Run 1, pin map:
(8 px per µm) Pins as bars across the die edge, other pins in gray.
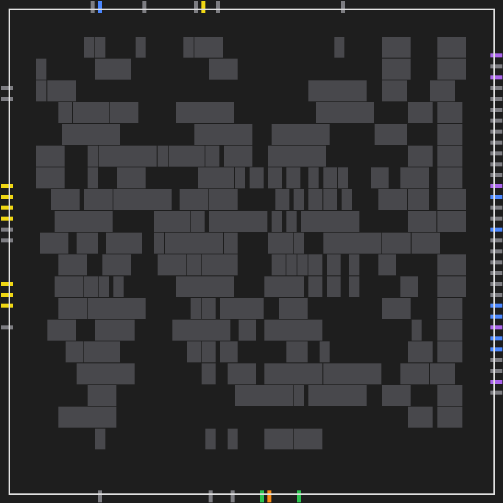
Run 1, met2 routing:
(8 px per µm)
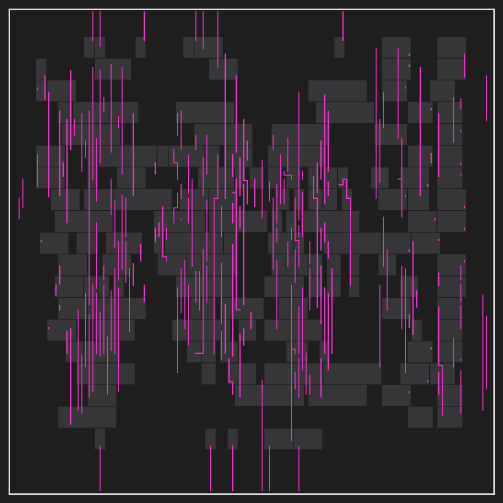
Run 1, routing congestion map:
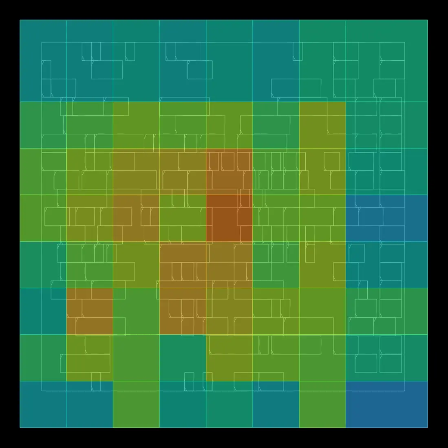
==> config.mk <==
export PLATFORM = sky130hd
export DESIGN_NAME = bitserial_adder_ctrl
export DESIGN_NICKNAME = d
export VERILOG_FILES = /design/src/rtl/bitserial_adder_ctrl.sv
export SDC_FILE = /design/constraint.sdc
export NUM_CORES = 1
export LEC_CHECK = 0
export ABC_CLOCK_PERIOD_IN_PS = 2600
export CAP_MARGIN = 25
export CORE_MARGIN = 3
export CORE_UTILIZATION = 43
export CTS_BUF_LIST = sky130_fd_sc_hd__clkbuf_2
export CTS_CLUSTER_DIAMETER = 100
export DETAILED_ROUTE_END_ITERATION = 10
export PLACE_DENSITY = 0.88
export SLEW_MARGIN = 15
export SYNTH_ARGS = -nofsm -noshare
export SYNTH_HDL_FRONTEND = slang
export SYNTH_SLANG_ARGS = --single-unit
==> constraint.sdc <==
create_clock -name CLK -period 2.6 [get_ports CLK]
set_input_delay 0.78 -clock CLK [delete_from_list [all_inputs] [get_ports CLK]]
set_output_delay 0.78 -clock CLK [all_outputs]
set_load 0.01 [all_outputs]
==> src/rtl/bitserial_adder_ctrl.sv <==
// Bit-serial adder sequencer: one full-adder cell applied to A/B one bit per step, result held on LED/7-seg.
// Optional `SUBTRACT_EN adds a SUB input that turns the operation into A-B (two's complement).
module bitserial_adder_ctrl #(
  parameter int WIDTH    = 4,
  parameter int STEP_DIV = 1
) (
  input  logic               CLK,
  input  logic               RST,
  input  logic [2*WIDTH-1:0] SW,
  input  logic               CIN,
  input  logic               START,
  input  logic               FLIP,
`ifdef SUBTRACT_EN
  input  logic               SUB,
`endif
  output logic               BUSY,
  output logic               DONE,
  output logic [WIDTH:0]     LED,
  output logic [6:0]         SLED0,
  output logic [6:0]         SLED1,
  output logic [6:0]         SLED2,
  output logic [6:0]         SLED3,
  output logic [6:0]         SLED4,
  output logic [1:0]         STATE_DBG
);

  localparam int DW = (STEP_DIV > 1) ? $clog2(STEP_DIV) : 1;
  localparam int CW = (WIDTH > 1) ? $clog2(WIDTH) : 1;
  localparam logic [6:0] SEG_ZERO  = 7'b0000001;
  localparam logic [6:0] SEG_ONE   = 7'b1001111;
  localparam logic [6:0] SEG_BLANK = 7'b1111111;
  localparam logic [6:0] SEG_SUM   = 7'b0100100;
  localparam logic [6:0] SEG_CARRY = 7'b0110001;

  typedef enum logic [1:0] {S_IDLE = 2'd0, S_ADD = 2'd1, S_DONE = 2'd2} state_t;

  state_t           r_state;
  logic             r_start_q;
  logic [WIDTH-1:0] r_a_sh;
  logic [WIDTH-1:0] r_b_sh;
  logic [WIDTH-1:0] r_sum_sh;
  logic             r_carry;
  logic [DW-1:0]    r_div;
  logic [CW-1:0]    r_cnt;
  logic             r_busy;
  logic             r_done;
  logic [WIDTH:0]   r_led;

  logic             w_edge;
  logic             w_s;
  logic             w_c;
  logic [WIDTH-1:0] w_load_b;
  logic             w_load_c;

  assign w_edge = START & ~r_start_q;
  assign w_s    = r_a_sh[0] ^ r_b_sh[0] ^ r_carry;
  assign w_c    = (r_a_sh[0] & r_b_sh[0]) | (r_a_sh[0] & r_carry) | (r_b_sh[0] & r_carry);

`ifdef SUBTRACT_EN
  // A-B is A + ~B + 1; CIN is deliberately ignored in this mode.
  assign w_load_b = SUB ? ~SW[2*WIDTH-1:WIDTH] : SW[2*WIDTH-1:WIDTH];
  assign w_load_c = SUB ? 1'b1 : CIN;
`else
  assign w_load_b = SW[2*WIDTH-1:WIDTH];
  assign w_load_c = CIN;
`endif

  always_ff @(posedge CLK) begin
    if (RST) begin
      r_state   <= S_IDLE;
      r_start_q <= 1'b0;
      r_a_sh    <= '0;
      r_b_sh    <= '0;
      r_sum_sh  <= '0;
      r_carry   <= 1'b0;
      r_div     <= '0;
      r_cnt     <= '0;
      r_busy    <= 1'b0;
      r_done    <= 1'b0;
      r_led     <= '0;
    end else begin
      r_start_q <= START;
      r_done    <= 1'b0;
      case (r_state)
        S_ADD: begin
          if (r_div == DW'(STEP_DIV - 1)) begin
            r_div    <= '0;
            r_a_sh   <= r_a_sh >> 1;
            r_b_sh   <= r_b_sh >> 1;
            r_carry  <= w_c;
            r_sum_sh <= {w_s, r_sum_sh[WIDTH-1:1]};
            r_cnt    <= r_cnt + CW'(1);
            if (r_cnt == CW'(WIDTH - 1)) begin
              r_led   <= {w_c, w_s, r_sum_sh[WIDTH-1:1]};
              r_done  <= 1'b1;
              r_busy  <= 1'b0;
              r_state <= S_DONE;
            end
          end else begin
            r_div <= r_div + DW'(1);
          end
        end
        default: begin
          // IDLE and the single DONE cycle both accept a new request.
          if (w_edge) begin
            r_a_sh  <= SW[WIDTH-1:0];
            r_b_sh  <= w_load_b;
            r_carry <= w_load_c;
            r_div   <= '0;
            r_cnt   <= '0;
            r_busy  <= 1'b1;
            r_state <= S_ADD;
          end else begin
            r_busy  <= 1'b0;
            r_state <= S_IDLE;
          end
        end
      endcase
    end
  end

  assign BUSY      = r_busy;
  assign DONE      = r_done;
  assign LED       = r_led;
  assign STATE_DBG = r_state;

  always_comb begin
    SLED0 = SEG_ZERO;
    SLED1 = SEG_ZERO;
    SLED2 = SEG_ZERO;
    SLED3 = SEG_ZERO;
    SLED4 = SEG_SUM;
    if (FLIP) begin
      SLED0 = r_led[WIDTH] ? SEG_ONE : SEG_ZERO;
      SLED1 = SEG_BLANK;
      SLED2 = SEG_BLANK;
      SLED3 = SEG_BLANK;
      SLED4 = SEG_CARRY;
    end else begin
      SLED0 = r_led[0] ? SEG_ONE : SEG_ZERO;
      SLED1 = r_led[1] ? SEG_ONE : SEG_ZERO;
      SLED2 = r_led[2] ? SEG_ONE : SEG_ZERO;
      SLED3 = r_led[3] ? SEG_ONE : SEG_ZERO;
    end
  end

endmodule

==> impl_metrics.tcl, run 1 <==
# implementation run metrics
set metrics [dict create \
    cp-startpoint "FLIP" \
    antenna_left 0 \
    rr_worst_depth 4 \
    yosys_warnings 0 \
    path_delay_family "buffers and inverters" \
    p_seq_share_pct 57.0 \
    crit_path_start_kind "input port" \
    seq_cell_power_mw 0.383 \
    fin_skew_ps 5.63 \
    use_met2_pct 25.9 \
    n_all_buffers 48 \
    swShare_pct 28.2 \
    clock_area_share_pct 1.32 \
    end_kind "output pin" \
    place_ws_ps -498 \
    crit_fanout 10 \
    htree_levels 1 \
    post-route-min-period_ps 2500 \
    dp_cells 183 \
    power_clock_mw 0.138 \
    clkLatencyLatePin_ps 320 \
    hp-start "r_sum_sh[1]$_SDFFE_PP0P_" \
    comb_power_share_pct 22.5 \
    comb_area_share_pct 35.3 \
    synth_cells 133 \
    period_used_pct 96.3 \
    comb_area_um2 534 \
    crit_cells 3 \
    antenna_found_initial 0 \
    r2r-start "r_cnt[0]$_SDFFE_PP0P_" \
    register_area_um2 460 \
    switchingPower_mw 0.190 \
    synth_cell_type_count 26 \
    top_logic_kind "buffers and inverters" \
    ys.flops 23 \
    setup_slack_ps 97.1 \
    ys_seq_share_pct 36.1 \
    rows 19 \
    required_ps 1820 \
    clockBufferDepth 2 \
    status "completed" \
    holdBufCountCts 0 \
    clkPwrFrac_pct 20.5 \
    grt_pass1_wl_um 3550 \
    async_flop_share_pct 0 \
    cp_cell_sequence "clkdlybuf4s18_2, buf_4, clkdlybuf4s50_1" \
    dp.final_hpwl_um 1790 \
    sh_seq_area_pct 30.4 \
    whs_ps 479 \
    slowest_delay_ps 530 \
    grt_overflow_total 0 \
    nonClkBufAreaFrac_pct 30.1 \
    hold_depth 2 \
    mux_share_pct 9.14 \
    finalPower_mw 0.672 \
    nFillCells 289 \
    crit_path_end "SLED1[4]" \
    nFlopsAndLatches 23 \
    synth.area.top_cells "dfxtp_1, buf_4, mux2i_1, a211oi_2, a21oi_1" \
    cts_buffers 3 \
    drcViolationCount 0 \
    drt-initial-drc-count 12 \
    boundaryPins 57 \
    route.met3.wl_um 252 \
    largest_register_ffs 5 \
    tns_ps 0 \
    inverters 1 \
    reg2reg_to "LED[2]$_SDFFE_PP0P_" \
    clock_sinks 23 \
    clkTransAtPathRegs_ps 210 \
    yosys_cells 133 \
    die_h_um 60.4 \
    stdcell_area_um2 1510 \
    grt_pass1_vias 876 \
    antenna_cells 0 \
    top_area_share_pct 36.1 \
    path_class "input port to output pin" \
    pwr_density_cell_nw_per_um2 444 \
    grt-busiest-layer "met2" \
    rsz0062_at_grt "no" \
    fin_nets 172 \
    drive_gt1_share_pct 15.4 \
    crit_buf_inv 3 \
    top_power_group "sequential cells" \
]
Back to the opening pictures, 'pin map':
legend:
  green:
    port: `STATE_DBG`
    pins: 2
    direction: output
    edge: south
  yellow:
    port: `SW`
    pins: 8
    direction: input
    edge: 7 west, 1 north
  blue:
    port: `SLED1`
    pins: 7
    direction: output
    edge: 6 east, 1 north
  orange:
    port: `BUSY`
    pins: 1
    direction: output
    edge: south
  purple:
    port: `LED`
    pins: 5
    direction: output
    edge: east

Back to the opening pictures, 'met2 routing':
nets with wire on the layer: 151
wire length on this layer: 1200 µm
longest straight run: 24.1 µm

Back to the opening pictures, 'routing congestion map':
met3 usage: 1.91%
Tot GR Track Use: 12.7%
M1 GR Usage: 13.1%

Run 1, M3 wires:
(8 px per µm)
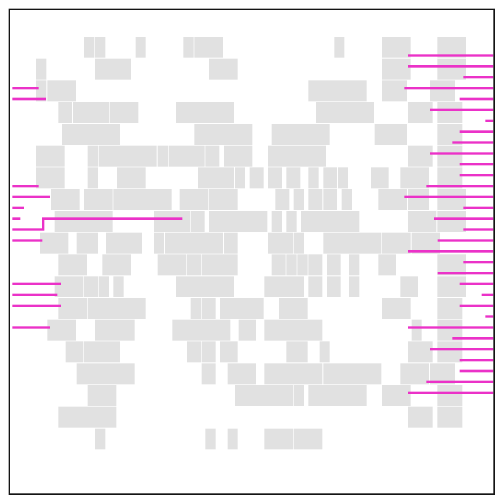

==> run 2, diff against run 1 <==
Settings changed: CORE_MARGIN 3 to not set.
Run 2, M3 wires:
(8 px per µm)
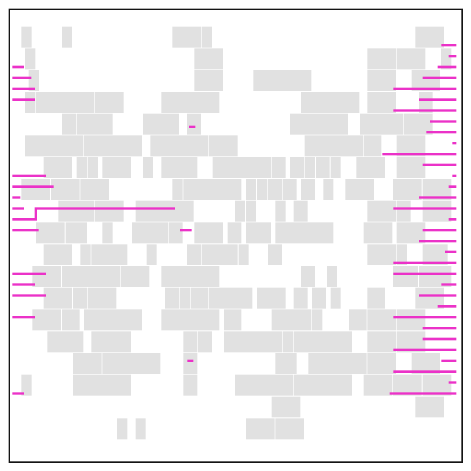
wire length on this layer: 193 µm
main direction: horizontal
share of all routed wire: 9.5%

==> impl_metrics.tcl, run 2 <==
# implementation run metrics
set metrics [dict create \
    holdBufCountCts 0 \
    antenna_cells 0 \
    register_area_um2 460 \
    post-route-min-period_ps 2530 \
    n_all_buffers 49 \
    antenna_found_initial 0 \
    nonClkBufAreaFrac_pct 31.0 \
    end_kind "output pin" \
    cp-startpoint "FLIP" \
    yosys_cells 133 \
    path_delay_family "buffers and inverters" \
    synth_cells 133 \
    clock_sinks 23 \
    crit_buf_inv 4 \
    yosys_warnings 0 \
    synth_chip_area_um2 1270 \
    setup_slack_ps 67.6 \
    rsz0062_at_grt "no" \
    grt_util_met3_pct 3.69 \
    fin_skew_ps 2.97 \
    use_met2_pct 25.0 \
    comb_area_um2 538 \
    mux_share_pct 9.14 \
    ys_seq_share_pct 36.1 \
    hold_depth 2 \
    clockBufferDepth 2 \
    async_flop_share_pct 0 \
    rows 19 \
    top_area_share_pct 36.1 \
    clkPwrFrac_pct 20.6 \
    hold_path_end "LED[2]$_SDFFE_PP0P_" \
    htree_levels 1 \
    top_logic_kind "buffers and inverters" \
    period_used_pct 97.4 \
    crit_cells 4 \
    seq_cell_power_mw 0.383 \
    dp_cells 183 \
    antenna_left 0 \
    nFlopsAndLatches 23 \
    grt-busiest-layer "met2" \
    groute.usage.overall_pct 13.1 \
    finalPower_mw 0.676 \
    swShare_pct 27.4 \
    inverters 1 \
    slowest_delay_ps 520 \
    synth_cell_type_count 26 \
    rr_worst_depth 4 \
    tns_ps 0 \
    grt_pass1_wl_um 3370 \
    clkLatencyLatePin_ps 320 \
    dp.final_hpwl_um 1580 \
    drive_gt1_share_pct 15.9 \
    cp_cell_sequence "dlygate4sd2_1, buf_2, inv_1, clkdlybuf4s50_1" \
    crit_fanout 6 \
    clock_area_share_pct 1.30 \
    path_class "input port to output pin" \
    top_power_group "sequential cells" \
    status "completed" \
    grt_overflow_total 0 \
    route.met3.wl_um 193 \
    drt-initial-drc-count 15 \
    stdcell_area_um2 1540 \
    comb_power_share_pct 22.7 \
    clkTransAtPathRegs_ps 190 \
    die_h_um 56.4 \
    mostFrequentLayoutCells "clkdlybuf4s50_1, dfxtp_1, clkdlybuf4s15_1" \
    largest_register_ffs 5 \
    switchingPower_mw 0.185 \
    crit_path_start_kind "input port" \
    sh_seq_area_pct 29.9 \
    synth.area.top_cells "dfxtp_1, buf_4, mux2i_1, a211oi_2, a21oi_1" \
    power_clock_mw 0.140 \
    p_seq_share_pct 56.7 \
    r2r-start "r_cnt[0]$_SDFFE_PP0P_" \
    pwr_density_cell_nw_per_um2 440 \
    grt_pass1_vias 816 \
    whs_ps 492 \
]
Run 2, wiring heat map:
(6 px per µm) 11 x 11 tiles, from dark blue (low) to red (high), scaled to the fullest tile. Values are wire area over tile area, all layers added.
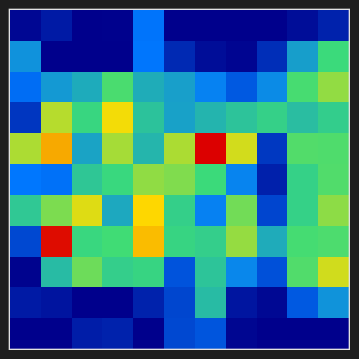

==> run 3, diff against run 2 <==
Settings changed: CORE_ASPECT_RATIO set to 1.4.
Run 3, wiring heat map:
(6 px per µm) 10 x 13 tiles, from dark blue (low) to red (high), scaled to the fullest tile. Values are wire area over tile area, all layers added.
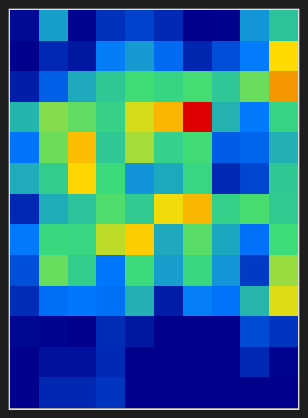
densest ninth of the die: center
nearly empty tiles: 18%
tiles over half the peak: 20%
mean over tiles: 0.10
fullest tile: 0.34

==> impl_metrics.tcl, run 3 <==
# implementation run metrics
set metrics [dict create \
    status "completed" \
    async_flop_share_pct 0 \
    power_clock_mw 0.140 \
    nonClkBufAreaFrac_pct 30.8 \
    hold_depth 2 \
    vias 887 \
    clock_area_share_pct 1.30 \
    boundaryPins 57 \
    path_delay_family "buffers and inverters" \
    holdBufCountCts 0 \
    synth_chip_area_um2 1270 \
    period_used_pct 98.5 \
    synth_cells 133 \
    top_power_group "sequential cells" \
    p_seq_share_pct 56.5 \
    nFillCells 259 \
    root_buffer "clkbuf_2" \
    dp.final_hpwl_um 1550 \
    synth.area.top_cells "dfxtp_1, buf_4, mux2i_1, a211oi_2, a21oi_1" \
    drcViolationCount 0 \
    switchingPower_mw 0.190 \
    nFlopsAndLatches 23 \
    clock_sinks 23 \
    whs_ps 482 \
    use_met2_pct 25.7 \
    wl_per_cell_um 10.6 \
    comb_area_share_pct 34.7 \
    top_logic_kind "buffers and inverters" \
    die_h_um 66.4 \
    areaGrowthSynthToFinish_pct 20.7 \
    grt_pass1_wl_um 3150 \
    reg2reg_to "LED[4]$_SDFFE_PP0P_" \
    wl_met1_um 806 \
    pg_comb_mw 0.156 \
    top_area_share_pct 36.1 \
    inverters 1 \
    place_ws_ps -557 \
    r2r-start "r_cnt[0]$_SDFFE_PP0P_" \
    report.final.hold_viol_count 0 \
    stdcell_area_um2 1540 \
    n_all_buffers 47 \
    cap_violations 0 \
    pwr_density_cell_nw_per_um2 441 \
    clockBufferDepth 2 \
    cts_buffers 3 \
    crit_path_top_delay_cell "clkdlybuf4s50_1" \
    required_ps 1820 \
    antenna_cells 0 \
    mux_share_pct 9.14 \
    crit_buf_inv 2 \
    mostFrequentLayoutCells "clkdlybuf4s50_1, dfxtp_1, nand2_1" \
    largestClassByArea "combinational gates" \
    slowest_delay_ps 490 \
    crit_arrival_ps 1780 \
    grt_pass1_vias 762 \
    setup_slack_ps 38.7 \
    path_class "input port to output pin" \
    htree_levels 1 \
    fin_nets 171 \
    largest_register_ffs 5 \
    hold_path_end "LED[2]$_SDFFE_PP0P_" \
    ys.flops 23 \
    drive_gt1_share_pct 14.8 \
    die_area_um2 3190 \
    yosys_cells 133 \
    finalWirelength_um 2030 \
    finalPower_mw 0.678 \
    end_kind "output pin" \
    netlist.top_cell.by_area "dfxtp_1" \
    grt_overflow_total 0 \
    nWellTaps 37 \
    cp-startpoint "FLIP" \
    clkPwrFrac_pct 20.6 \
    cts_resized 6 \
    route.met3.wl_um 123 \
    sh_seq_area_pct 29.9 \
    clkbuf_count 3 \
    cp_cell_sequence "buf_4, mux2_2, clkdlybuf4s50_1" \
    seq_cell_power_mw 0.383 \
    comb_power_share_pct 22.9 \
    dp_cells 188 \
    comb_area_um2 534 \
    ys_sh_xor_pct 0 \
    fp_util_pct 44.7 \
    mostFrequentLayoutCell "clkdlybuf4s50_1" \
    clkLatencyLatePin_ps 320 \
    layout.cells.non_filler 192 \
    crit_path_end "SLED0[3]" \
    antenna_left 0 \
    hp-start "LED[2]$_SDFFE_PP0P_" \
    tns_ps 0 \
    post-route-min-period_ps 2560 \
    rr_worst_depth 4 \
    crit_path_start_kind "input port" \
    grt-busiest-layer "met2" \
    groute.usage.overall_pct 13.6 \
    synth_cell_type_count 26 \
    final_max_slew_viol_count 0 \
    crit_cells 3 \
    yosys_warnings 0 \
    fin_skew_ps 11.7 \
    power.leakage_nw 0.669 \
    swShare_pct 28.0 \
    gp_congestion 0.747 \
    grt_util_met3_pct 2.46 \
    ys_seq_share_pct 36.1 \
    clkTransAtPathRegs_ps 220 \
    rows 23 \
    crit_fanout 13 \
    register_area_um2 460 \
    dpl_cell_area_um2 1510 \
    antenna_found_initial 0 \
    use_met1_pct 14.1 \
    drt-initial-drc-count 26 \
    most_common_cell "buf_4" \
]
